Design miller_frame_detect, sky130hd; sources not shown.
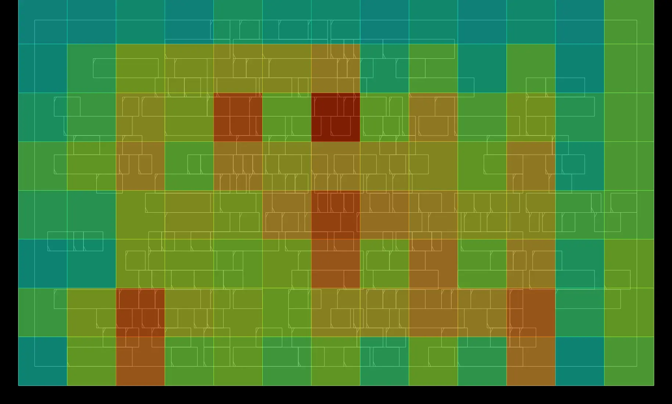
**Above:** track usage over the die.
global routing's busiest layer: met1
met3 GRT Util: 0.0327
GRT Total Usage: 0.162

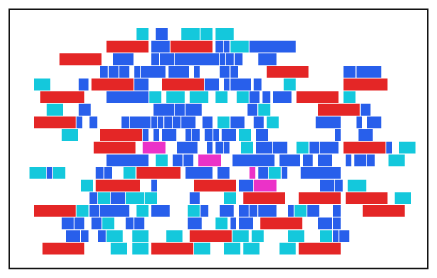
**Above:** cells colored by class.
legend:
  magenta:
    class: clock drivers and dummy loads
    cells: 4
    share_of_their_area: 2.0%
  blue:
    class: remaining logic cells
    cells: 126
    share_of_their_area: 45%
  red:
    class: registers
    cells: 27
    share_of_their_area: 31%
  cyan:
    class: remaining buffers and delay cells
    cells: 54
    share_of_their_area: 22%
register share of the cell area: 0.299
Core Region: 4170 um2
post-route design area: 2270 um2
row count: 18

==> impl_metrics.yaml <==
# synthesis and place-and-route metrics
clock_tree:
  path_clk_slew_ns: 0.10
  cts.htree.levels: 1
  cts_buffers: 3
  cts.sinks: 27
  clock_path_buffers: 2
  post_cts_buffers: 8
  ctsHoldBuffers: 0
  cts_tree: "yes"
  cts_resized: 16
  cts_root_buf: "clkbuf_8"
  clock.latency.late_pin_ns: 0.27
critical_path:
  cp-start-kind: "flip-flop"
  critical_path.max_fanout: 7
  criticalPathCategory: "reg2reg"
  worstPathArrival_ns: 2.72
  worst-path-stages: 11
  cp.required_ns: 2.44
  path_cells: "ha_4 -> nand3_4 -> or2_4 -> nor2_4 -> ha_4 -> or3_1 -> o311a_1 -> a2111oi_4 -> buf_4 -> a21oi_4 -> nor4_2"
  cp-end-kind: "flip-flop"
  cpMostUsedCell: "ha_4"
  max_stage_delay_ns: 0.44
  reg2reg_slack_ns: -0.27
  critPathBufInv: 1
  cp_slowest_cell: "dfrtp_2"
  reg2regPathDepth: 11
  crit_family: "simple AND/OR/NAND/NOR gates"
timing:
  min_period_ns: 2.67
  fin_ws_ns: -0.274
  slew_headroom: 0.674
  finalCritPeriodShare: 1.11
  timing.fmax_mhz: 374
  report.final.hold_viol_count: 0
  tightest_slew_ns: 0.489
  grt_setup_unrepaired: "yes"
  slew_viol_final: 0
  holdWs_ns: 0.160
  setup_violations: 16
logic_synthesis:
  yosys_warnings: 0
  synthArstFlopShare: 1.00
  common_cells: "dfrtp_1, nor2_1, a21oi_1, inv_1"
  top_cells_by_area: "dfrtp_1, ha_1, dfstp_2, a21oi_1, a211o_1"
  synthXorXnorAreaFrac: 0.0227
  ys_area_um2: 1550
  netlist_logic_family_top: "simple AND/OR/NAND/NOR gates"
  edf_count: 0
  aoi_share: 0.171
  ys_sh_simple: 0.258
  top_area_cell: "dfrtp_1"
  top_cell: "dfrtp_1"
  postSynthSeqShare: 0.439
  synthFlopType: "dfrtp_1"
  ys_cells: 155
  ys_ff: 27
  synth_area_um2: 1550
  adder_share: 0.0647
  synthCells: 155
  ys_sh_mux: 0.0146
  top_area_frac: 0.405
  synth_cell_types: 40
grt:
  grt_pass1_vias: 1295
  grt_use_met1: 0.256
  antenna_found_initial: 0
  grt_pass1_wl_um: 6490
  met2_usage: 0.224
  grt-ovfl-total: 0
  grt_max_degree: 28
layout:
  final-comb-area_um2: 953
  area_growth_pct: 47.0
  buffers: 54
  flops: 27
  diodes: 0
  clk_share: 0.0198
  buffer_area_frac: 0.210
  clkbuf_count: 4
  nets: 224
  fillers: 364
  inv_count: 10
  comb_cells: 116
  sh_comb_area: 0.419
  largest_cell_class: "logic gates"
  seq_area_um2: 681
  drive_above_1_share: 0.332
  largest_reg_flops: 9
flow_run:
  tool_warnings: 32
  drv_cap: 0
floorplanning:
  ios: 19
  nWellTaps: 60
  fp-utilization: 0.371
  die_x_um: 89.8
  fp.dieH_um: 55.5
detailed_routing:
  drt_iter0_drc: 76
  routed_wirelength_um: 3960
  drtAntennaViolNets: 0
  vias: 1353
  wire_per_inst_um: 14.6
  drc: 0
  vias_per_cell: 4.99
outcome:
  failed_checks: "negative setup slack"
  status: "finished with violations"
placed_design:
  gp_congestion: 0.784
  pre_cts_ws_ns: -0.268
  portBuffers: 18
  place_hpwl_um: 2690
pwr:
  powerDensity_nw_per_um2: 565
  seq_power_share: 0.404
  switching_share: 0.345
  p_clk_frac: 0.206
  power_frac_comb: 0.390
  p_leak_nw: 1.01
  switchingPower_uw: 443
==> power by group through the flow <==
stage,Sequential [mW],Combinational [mW],Clock [mW]
floorplan,0.520,0.247,0
global placement,0.524,0.339,0
detailed placement,0.526,0.348,0
CTS,0.516,0.427,0.278
global route,0.524,0.544,0.302
finish,0.519,0.501,0.265
==> worst reg2reg max path, delay by kind of cell (launching register included) <==
family                   cells  cell delay, ns
adder cells (fa/ha/maj)      2            0.33
AND-OR/OR-AND                3            0.67
AND/OR/NAND/NOR              5            0.81
flip-flops                   1            0.44
buffers and inverters        1            0.20
==> cells in the final DEF, fill, tap and decap left out, drive strengths merged <==
master,instances
a21o,2
nor3,8
mux2,2
or3,3
dfstp,2
and3b,2
xor2,2
a2111oi,1
a221oi,1
nand3,7
nor2,12
a21oi,10
and3,6
a31oi,1
dfrtp,25
o31ai,1
a22o,2
o2bb2ai,1
or2,1
ha,8
clkinv,1
nand2b,6
inv,9
nor4,6
nor2b,3
nand4b,1
xnor2,2
clkdlybuf4s50,18
o21ai,8
buf,36
clkbuf,4
nand3b,4
nand2,7
and2,2
o311a,1
a211o,5
o21bai,1
==> metrics by stage <==
| step | power, mW | TNS [ns] | util | cells | area [um2] |
|---|---|---|---|---|---|
| after floorplan | 0.767 | -0.577 | - | 155 | 1570 |
| after global placement | 0.863 | -1.41 | 0.478 | 254 | 1990 |
| after detailed placement | 0.874 | -2.20 | 0.478 | 254 | 1990 |
| after CTS | 1.22 | -2.71 | 0.521 | 266 | 2170 |
| after global routing | 1.37 | -4.54 | 0.546 | 271 | 2270 |
| final | 1.28 | -2.76 | 0.546 | 271 | 2270 |
==> per-layer routing <==
metal  routed length (um)  part of all wire
met3                  187             0.047
met1                 2000              0.51
met2                 1740              0.44
met5                    0                 0
met4                   28            0.0071
No activity file was given, so power comes from the tool's default toggle rates.
